## src/rtl/ram_output_arbiter_pkg.sv

```systemverilog
// ram_output_pkg: shared types for the output-result RAM arbiter.
//   state_e     : arbiter FSM states (normal arbitration / zero-fill sequence)
//   requester_e : identifies the two RAM requesters; the value doubles as the
//                 bit index into the arbiter request/grant vectors
package ram_output_pkg;

  typedef enum logic {
    S_IDLE  = 1'b0,
    S_CLEAR = 1'b1
  } state_e;

  typedef enum logic {
    REQ_WR = 1'b0,
    REQ_RD = 1'b1
  } requester_e;

  localparam int unsigned NUM_REQ = 2;

endpackage

```

## src/rtl/ram_output_arbiter_rr_arb2.sv

```systemverilog
// rr_arb2: two-way round-robin arbiter.
//   clk   : clock, rising edge
//   rst_n : synchronous active-low reset
//   req   : request vector, bit REQ_WR = writer, bit REQ_RD = reader
//   en    : arbitration enable; no grant is issued while low
//   gnt   : one-hot (or zero) grant vector, combinational
// The last_served register moves only on an enabled grant, so cycles spent
// disabled (reset, clear sequence) leave the fairness order untouched.
module rr_arb2
  import ram_output_pkg::*;
(
  input  logic         clk,
  input  logic         rst_n,
  input  logic [1:0]   req,
  input  logic         en,
  output logic [1:0]   gnt
);

  requester_e r_last_served;

  always_comb begin
    gnt = '0;
    if (en) begin
      case (req)
        2'b01:   gnt = 2'b01;
        2'b10:   gnt = 2'b10;
        // Conflict: serve whoever was not served most recently.
        2'b11:   gnt = (r_last_served == REQ_RD) ? 2'b01 : 2'b10;
        default: gnt = '0;
      endcase
    end
  end

  always_ff @(posedge clk) begin
    if (!rst_n) begin
      r_last_served <= REQ_RD;
    end else if (gnt[REQ_WR]) begin
      r_last_served <= REQ_WR;
    end else if (gnt[REQ_RD]) begin
      r_last_served <= REQ_RD;
    end
  end

endmodule

```

## src/rtl/ram_output_arbiter.sv

```systemverilog
// ram_output_arbiter: owns the single port of the output-result RAM.
// Shares it between a writer (result producer) and a reader (readout path)
// with round-robin fairness, aligns read responses to the RAM's one-cycle
// registered-address latency, and runs a zero-fill sequence on command.
//   clk, rst_n          : clock / synchronous active-low reset
//   wr_req/addr/data    : write request, held stable until wr_gnt
//   wr_gnt              : write accepted this cycle (combinational)
//   rd_req/addr         : read request, held stable until rd_gnt
//   rd_gnt              : read accepted this cycle (combinational)
//   rd_data, rd_valid   : read response, one cycle after rd_gnt
//   clr_start           : single-cycle clear command
//   clr_busy, clr_done  : clear in progress / one-cycle completion pulse
//   ram_data/addr/we    : RAM port drive
//   ram_q               : RAM read data
module ram_output_arbiter
  import ram_output_pkg::*;
#(
  parameter int unsigned DATA_WIDTH = 8,
  parameter int unsigned ADDR_WIDTH = 4
) (
  input  logic                  clk,
  input  logic                  rst_n,
  input  logic                  wr_req,
  input  logic [ADDR_WIDTH-1:0] wr_addr,
  input  logic [DATA_WIDTH-1:0] wr_data,
  output logic                  wr_gnt,
  input  logic                  rd_req,
  input  logic [ADDR_WIDTH-1:0] rd_addr,
  output logic                  rd_gnt,
  output logic [DATA_WIDTH-1:0] rd_data,
  output logic                  rd_valid,
  input  logic                  clr_start,
  output logic                  clr_busy,
  output logic                  clr_done,
  output logic [DATA_WIDTH-1:0] ram_data,
  output logic [ADDR_WIDTH-1:0] ram_addr,
  output logic                  ram_we,
  input  logic [DATA_WIDTH-1:0] ram_q
);

  state_e                r_state;
  state_e                w_state_nxt;
  logic [ADDR_WIDTH-1:0] r_clr_cnt;
  logic [ADDR_WIDTH-1:0] w_clr_cnt_nxt;
  logic                  r_rd_valid;
  logic                  r_clr_done;
  logic                  w_clr_done_nxt;
  logic                  w_arb_en;
  logic [1:0]            w_req;
  logic [1:0]            w_gnt;

  // Arbitration only happens in IDLE outside reset, and a clear command
  // pre-empts any request in the same cycle.
  assign w_arb_en        = rst_n && (r_state == S_IDLE) && !clr_start;
  assign w_req[REQ_WR]   = wr_req;
  assign w_req[REQ_RD]   = rd_req;

  rr_arb2 u_arb (
    .clk   (clk),
    .rst_n (rst_n),
    .req   (w_req),
    .en    (w_arb_en),
    .gnt   (w_gnt)
  );

  assign wr_gnt = w_gnt[REQ_WR];
  assign rd_gnt = w_gnt[REQ_RD];

  always_comb begin
    w_state_nxt    = r_state;
    w_clr_cnt_nxt  = r_clr_cnt;
    w_clr_done_nxt = 1'b0;
    ram_we         = 1'b0;
    ram_addr       = '0;
    ram_data       = '0;

    case (r_state)
      S_IDLE: begin
        if (clr_start) begin
          w_state_nxt   = S_CLEAR;
          w_clr_cnt_nxt = '0;
        end else if (w_gnt[REQ_WR]) begin
          ram_we   = 1'b1;
          ram_addr = wr_addr;
          ram_data = wr_data;
        end else if (w_gnt[REQ_RD]) begin
          ram_addr = rd_addr;
        end
      end

      S_CLEAR: begin
        ram_we   = 1'b1;
        ram_addr = r_clr_cnt;
        ram_data = '0;
        // Terminal count holds rather than wrapping; the state change ends
        // the sequence.
        if (r_clr_cnt == '1) begin
          w_state_nxt    = S_IDLE;
          w_clr_done_nxt = 1'b1;
        end else begin
          w_clr_cnt_nxt = r_clr_cnt + 1'b1;
        end
      end

      default: begin
        w_state_nxt = S_IDLE;
      end
    endcase

    // RAM port is quiesced while reset is held, including mid-clear.
    if (!rst_n) begin
      ram_we   = 1'b0;
      ram_addr = '0;
      ram_data = '0;
    end
  end

  always_ff @(posedge clk) begin
    if (!rst_n) begin
      r_state    <= S_IDLE;
      r_clr_cnt  <= '0;
      r_rd_valid <= 1'b0;
      r_clr_done <= 1'b0;
    end else begin
      r_state    <= w_state_nxt;
      r_clr_cnt  <= w_clr_cnt_nxt;
      r_rd_valid <= w_gnt[REQ_RD];
      r_clr_done <= w_clr_done_nxt;
    end
  end

  assign rd_valid = r_rd_valid;
  assign rd_data  = ram_q;
  assign clr_busy = (r_state == S_CLEAR);
  assign clr_done = r_clr_done;

endmodule

```

## config.mk

```make
export PLATFORM = sky130hd
export DESIGN_NAME = ram_output_arbiter
export DESIGN_NICKNAME = d
export VERILOG_FILES = /design/src/rtl/ram_output_arbiter_pkg.sv /design/src/rtl/ram_output_arbiter_rr_arb2.sv /design/src/rtl/ram_output_arbiter.sv
export SDC_FILE = /design/constraint.sdc
export NUM_CORES = 1
export LEC_CHECK = 0
export CAP_MARGIN = 20
export CORE_AREA = 2 2 48 50
export CTS_CLUSTER_SIZE = 16
export DETAILED_ROUTE_END_ITERATION = 7
export DIE_AREA = 0 0 50 52
export GPL_TIMING_DRIVEN = 1
export HOLD_SLACK_MARGIN = 0.02
export PLACE_DENSITY = 0.84
export SLEW_MARGIN = 10
export SYNTH_ARGS = -nofsm -noshare
export SYNTH_HDL_FRONTEND = slang
export SYNTH_SLANG_ARGS = --single-unit
```

## constraint.sdc

```tcl
create_clock -name clk -period 1.7 [get_ports clk]
set_input_delay 0.255 -clock clk [delete_from_list [all_inputs] [get_ports clk]]
set_output_delay 0.255 -clock clk [all_outputs]
set_load 0.1 [all_outputs]
```

==> run_1/metal_density.png <==
The die is cut into 10 by 10 equal tiles; dark blue is low, red is high, scaled to the fullest tile. Values are wire area over tile area, all layers added.
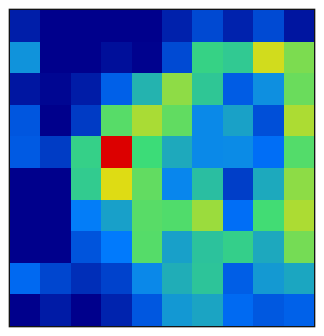
nearly empty tiles = 17%
emptiest ninth of the die = north-west
tiles over half the peak = 20%
densest ninth of the die = centre
mean over tiles = 0.13
final WL: 2080 microns
gr usage total: 0.162
detailed-route wire length per cell: 14.4 microns
routed vias: 695

==> run_1/placement.png <==
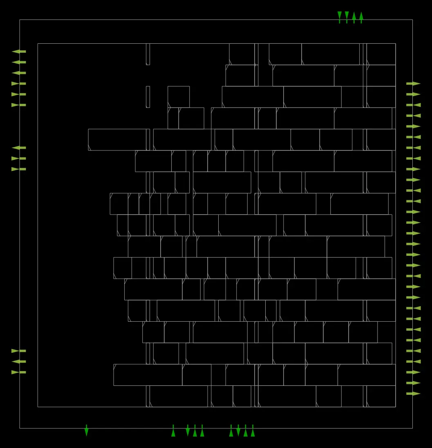
Fillers: 147
flop share of the area: 0.123
FFs & Latches: 8

==> impl_metrics.yaml, run 1 <==
# synthesis and place-and-route metrics
timing:
  finalMaxSlewViolations: 0
  fin_skew_ps: 10.4
  finalSetupViolCount: 14
  relSlewSlack: 0.698
  period_needed_ps: 1840
  period_used_share: 1.08
  max_freq_mhz: 543
  hold_viol_final: 0
  fin_setup_tns_ps: -1750
  worst_pin_slew_ps: 448
  rsz0062_at_grt: "true"
  layout_setup_ws_ps: -143
pwr:
  power.group.top: "combinational cells"
  vdd_drop_max_uv: 252
  power.internal_uw: 424
  power_frac_seq: 0.300
  switching_share: 0.363
  cellPowerDensity_nw_per_um2: 499
  power_switching_uw: 242
  total_leakage_power_nw: 0.574
  comb_power_uw: 305
  p_seq_uw: 200
  p_clk_uw: 161
  p_clk_frac: 0.241
  p_comb_frac: 0.459
logic_synthesis:
  compound_area_frac: 0.157
  top_cells_by_area: "dfxtp_1 (28%), buf_4 (11%), and2_1 (10%)"
  enable_flop_cells: 0
  ys_async_sr_fraction: 0
  yosysUniqueCellTypes: 27
  ys_sh_mux: 0.0199
  synth_area_leader_cell: "dfxtp_1"
  ys_chip_area_sq_um: 566
  ff_type: "dfxtp_1"
  postSynthSeqShare: 0.283
  ys.flops: 8
  ys_cells: 69
  yosys.area_share.simple: 0.341
  syn-cell-area_sq_um: 566
  topCombFamilyByArea: "simple AND/OR/NAND/NOR gates"
  yosys-top-cells-count: "and2_1 (9), buf_4 (8), dfxtp_1 (8)"
  postSynthAreaPerCell_sq_um: 8.20
  top_cell: "and2_1"
  yosys.area_share.adder: 0.0221
  netlist.area_leader.share: 0.283
  syn_inst: 69
  synthXorXnorAreaFrac: 0
  ys.warnings.count: 0
  synth_nets: 99
cells_and_area:
  drive_above_1_share: 0.483
  final_layout_top_logic_cell: "buf_12"
  area_growth_pct: 136
  comb_area_sq_um: 402
  lay_top_cells: "buf_12 (18), clkdlybuf4s50_1 (16), buf_4 (11), and2_4 (8), dfxtp_1 (7)"
  flop_area_sq_um: 164
  instances_no_fill: 144
  antennaDiodeCount: 0
  nets: 147
setup_path:
  crit_path_top_delay_cell: "dfxtp_4"
  worstSetupStartpointType: "register"
  cp_cell_sequence: "nor3b_4, and3_4, buf_6, and2_4, buf_12"
  r2r_slack_ps: 340
  worstPathArrival_ps: 1590
  worst-setup-path-type: "register to primary output"
  critPathMaxStageDelay_ps: 350
  crit_fanout: 6
  rr_worst_depth: 4
  cp.required_ps: 1440
  end_kind: "primary output"
drt:
  drc: 0
  ant_nets: 0
  drt_iter0_markers: 6
  drt-pass1-iter-count: 4
  vias_per_cell: 4.83
placed_design:
  io_buffers: 38
  dp.cells: 133
  place_congestion: 0.696
  dpl.hpwl_microns: 1510
  pre_cts_ws_ps: -325
status:
  status: "complete, but fails checks"
  violations: "setup timing"
global_routing:
  antenna_found_initial: 0
  first_global_vias: 726
  grt_pass1_wl_microns: 3230
  grt_max_degree: 14
  grt-ovfl-total: 0
job:
  warnings: 29
  cap_violations: 0
floorplanning:
  die_x_microns: 50
  chipArea_sq_um: 2600
  fp-utilization: 0.269
  io_pins: 55
  fp.dieH_microns: 52
  core_sq_um: 2110
clock_tree:
  clk_latency_ps: 260
  h-tree-depth: 1
  cts.sinks: 8
  cts_buffers: 3
  clock_path_buffers: 2
  clkSlewWorstSetupHoldPaths_ps: 60
  cts_tree: "built"
  ctsRootBufferMaster: "clkbuf_4"
min_path:
  hp-class: "input pin to primary output"
  whs_path_depth: 0
==> run_1/placement_by_type.png <==
Fill, decap, tap and diode cells in grey.
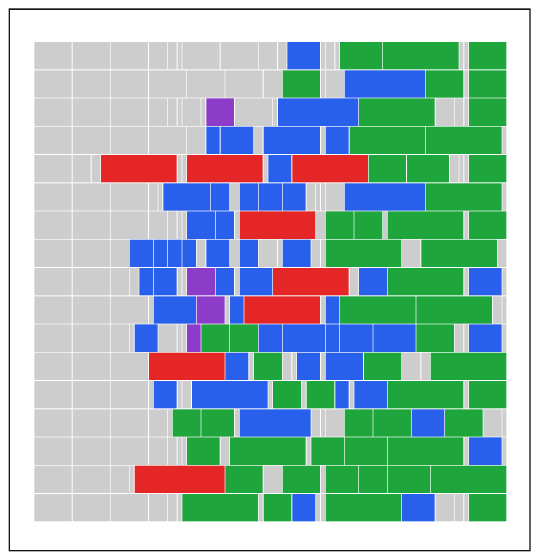
clock drivers and dummy loads -> purple  # cells 4, share of their area 2.0%
combinational and other logic -> blue  # cells 51, share of their area 33%
flops -> red  # cells 8, share of their area 13%
other buffers and delay cells -> green  # cells 53, share of their area 53%
# rows: 17
Finished Core Util: 0.633
cell area after layout: 1330 sq um

## run 1: final cells by class
| class | instances | area share |
|---|---|---|
| repair buffers | 53 | 0.513 |
| multi-input cells | 46 | 0.301 |
| flip-flops and latches | 8 | 0.123 |
| well taps | 28 | 0.0263 |
| clock buffers | 4 | 0.0197 |
| inverters | 5 | 0.0169 |
## run 1: metrics by stage
step	area (sq um)	total power [mW]	hold WS, ps
floorplan	666	0.453	432
global placement	1240	0.492	486
detailed placement	1240	0.499	508
CTS	1300	0.660	511
global route	1330	0.687	510
finish	1330	0.665	510
## run 1: critical path, delay by kind of cell, from the launching register on
family,cells,cell delay (ps)
flops,1,350
buf+inv,2,280
simple gates,3,700
## run 1: registers in the layout (all words and copies together), names as in the netlist
register             flops
clr_busy                 1
clr_done                 1
r_clr_cnt                4
rd_valid                 1
u_arb.r_last_served      1
## run 1: per-layer routing
| layer | routed length, microns | track usage | part of all wire | vias to the layer above |
|---|---|---|---|---|
| met5 | 0 | 0 | 0 | - |
| met3 | 172 | 0.0460 | 0.083 | 6 |
| li1 | - | - | - | 334 |
| met4 | 27 | 0.0648 | 0.013 | 0 |
| met2 | 1030 | 0.298 | 0.50 | 44 |
| met1 | 845 | 0.172 | 0.41 | 311 |
## run 1: path summary, 6_finish.rpt
path	startpoint	end
worst min register to register	r_clr_cnt[3]	r_clr_cnt[3]
worst min-delay path	ram_q[3]	rd_data[3]
worst max register to register	r_clr_cnt[0]	clr_busy
worst max-delay path	clr_busy	ram_data[2]
## run 1: timing repair
action / CTS / global route
setup endpoints to repair: 15 / 15
gates cloned: 1 / 0
hold buffers: 0 / 0
gates resized: 5 / 5
setup buffers: 4 / 2
pin swaps: 7 / 6
==> run 2: changes to the inputs <==
--- a/config.mk
+++ b/config.mk
@@ -13,6 +13,7 @@
 export GPL_TIMING_DRIVEN = 1
 export HOLD_SLACK_MARGIN = 0.02
 export PLACE_DENSITY = 0.84
+export REMOVE_ABC_BUFFERS = 1
 export SLEW_MARGIN = 10
 export SYNTH_ARGS = -nofsm -noshare
 export SYNTH_HDL_FRONTEND = slang
==> run_2/io_fan.png <==
Scale bar: 20 microns.
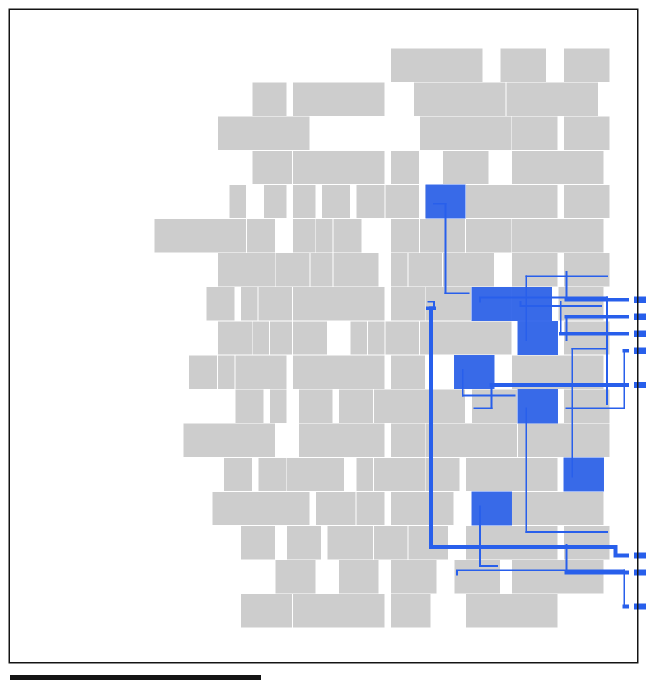
`wr_data` -> blue  # bits 8, direction input, end cells 8, buffers 8, wire 194 microns
Buffers on Ports: 38
IO Pins: 55

==> run_2/metal_density.png <==
The die is cut into 10 by 10 equal tiles; dark blue is low, red is high, scaled to the fullest tile. Values are wire area over tile area, all layers added.
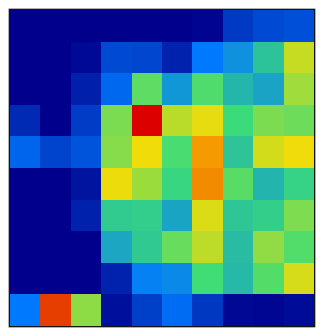
mean over tiles = 0.13
densest ninth of the die = centre
nearly empty tiles = 25%
routed vias: 692
final WL: 1930 microns
gr usage total: 0.160
detailed-route wire length per cell: 13.8 microns

==> impl_metrics.yaml, run 2 <==
# synthesis and place-and-route metrics
status:
  status: "complete, but fails checks"
  violations: "setup timing"
timing:
  rsz0062_at_grt: "true"
  hold_viol_final: 0
  relSlewSlack: 0.784
  worst_pin_slew_ps: 320
  layout_setup_ws_ps: -108
  finalMaxSlewViolations: 0
  whs_ps: 511
  period_needed_ps: 1810
  fin_skew_ps: 3.65
  max_freq_mhz: 553
  period_used_share: 1.06
  finalSetupViolCount: 11
floorplanning:
  fp.dieH_microns: 52
  fp-utilization: 0.269
  die_x_microns: 50
  chipArea_sq_um: 2600
  fp-row-count: 17
  core_sq_um: 2110
min_path:
  whs_path_depth: 0
  holdCritStartpoint: "ram_q[0]"
  hp-class: "input pin to primary output"
  hold_end: "rd_data[0]"
pwr:
  cellPowerDensity_nw_per_um2: 508
  power_frac_seq: 0.317
  vdd_drop_max_uv: 304
  comb_power_uw: 288
  switching_share: 0.360
  power.group.top: "combinational cells"
  p_clk_uw: 145
  power_switching_uw: 228
  p_comb_frac: 0.454
  total_leakage_power_nw: 0.560
  p_clk_frac: 0.229
  power.internal_uw: 405
  p_seq_uw: 201
logic_synthesis:
  ys_cells: 69
  top_cells_by_area: "dfxtp_1 (28%), buf_4 (11%), and2_1 (10%)"
  netlist.area_leader.share: 0.283
  postSynthSeqShare: 0.283
  enable_flop_cells: 0
  syn-cell-area_sq_um: 566
  ys_chip_area_sq_um: 566
  top_cell: "and2_1"
  ys.flops: 8
  ys.warnings.count: 0
  yosys-top-cells-count: "and2_1 (9), buf_4 (8), dfxtp_1 (8)"
  postSynthAreaPerCell_sq_um: 8.20
  yosysUniqueCellTypes: 27
  ff_type: "dfxtp_1"
  syn_inst: 69
  ys_async_sr_fraction: 0
  synth_area_leader_cell: "dfxtp_1"
cells_and_area:
  nFillCells: 158
  lay_top_cells: "buf_12 (18), clkdlybuf4s50_1 (16), buf_4 (11), and2_4 (8), dfxtp_1 (7)"
  regMostFlops: "r_clr_cnt"
  nets: 144
  drive_above_1_share: 0.446
  largest_reg_flops: 4
  antennaDiodeCount: 0
  instances_no_fill: 140
  final_layout_top_logic_cell: "buf_12"
  area_growth_pct: 121
setup_path:
  critPathMaxStageDelay_ps: 340
  r2r_slack_ps: 370
  crit_path_top_delay_cell: "dfxtp_2"
  end_kind: "primary output"
  reg2reg_to: "clr_busy"
  worstSetupStartpointType: "register"
  worstPathArrival_ps: 1550
  cp.required_ps: 1440
  r2r-start: "r_clr_cnt[0]"
  rr_worst_depth: 4
  worst-setup-path-type: "register to primary output"
  cp_num_buf_inv: 3
  cpLargestDelayFamily: "buffers and inverters"
  crit_fanout: 4
  cp_cell_sequence: "nor3b_4, buf_4, nand3_2, inv_2, a221o_1, buf_12"
global_routing:
  antenna_found_initial: 0
  grt-ovfl-total: 0
  grt_max_degree: 14
  grt_pass1_wl_microns: 3170
  first_global_vias: 734
clock_tree:
  cts.sinks: 8
  h-tree-depth: 1
  clk_latency_ps: 260
  cts_buffers: 3
  cts_tree: "built"
  clock_path_buffers: 2
  ctsHoldBuffers: 0
  ctsRootBufferMaster: "clkbuf_4"
  clkSlewWorstSetupHoldPaths_ps: 50
placed_design:
  dp.cells: 134
  place_congestion: 0.771
  dpl.hpwl_microns: 1450
drt:
  drt-pass1-iter-count: 4
  drc: 0
  vias_per_cell: 4.94
  drt_iter0_markers: 8
  ant_nets: 0
job:
  cap_violations: 0
  warnings: 27
==> run 2: logic make-up (layout without fill, tap and decap cells) <==
logic type | after synthesis | count (layout) | share of synthesized area
buffers and inverters | 16 | 58 | 0.177
DFF | 8 | 8 | 0.283
muxes | 1 | 1 | 0.0199
AOI/OAI and AO/OA | 12 | 12 | 0.157
and+or+nand+nor | 31 | 32 | 0.341
adders and majority gates | 1 | 1 | 0.0221
==> run 2: repair_timing <==
| item | 4_1_cts | 5_1_grt |
|---|---|---|
| gates cloned | 1 | 0 |
| resized | 16 | 4 |
| endpoints found under the setup margin | 15 | 14 |
| pin swaps | 9 | 10 |
| setup buffers | 1 | 1 |
==> run 2: worst max path at each step <==
stage | from | endpoint | depth (start not counted)
after global routing | clr_busy | ram_addr[0] | 5
after global placement | rst_n | ram_addr[2] | 5
final | clr_busy | ram_addr[3] | 6
after CTS | clr_busy | ram_addr[3] | 4
after floorplan | clr_busy | ram_addr[0] | 2
after detailed placement | rst_n | ram_data[2] | 5
==> run 2: stage by stage <==
stage	area (sq um)	power [mW]	setup TNS [ps]	util	setup slack, ps
CTS	1230	0.638	-508	0.584	-70.9
floorplan	484	0.338	-15420	-	-2310
global route	1250	0.661	-1390	0.592	-147
finish	1250	0.634	-985	0.592	-108
detailed placement	1150	0.477	-3330	0.548	-253
global placement	1150	0.473	-2370	0.548	-196
==> run 2: cell type report <==
type	instances	area (sq um)	area share
timing repair buffer	50	649	0.521
multi-input combinational	46	360	0.289
sequential	8	161	0.129
tap	28	35.0	0.0281
clock buffer	3	22.5	0.0181
inverter	5	18.8	0.0150
==> run 2: metal layers <==
metal,vias up,global-route usage,share of wire
li1,327,-,-
met1,298,0.150,0.34
met2,58,0.272,0.48
met3,9,0.0805,0.14
met4,0,0.111,0.044
met5,-,0,0
Power figures rest on the tool's default switching activity, not on a simulated workload.
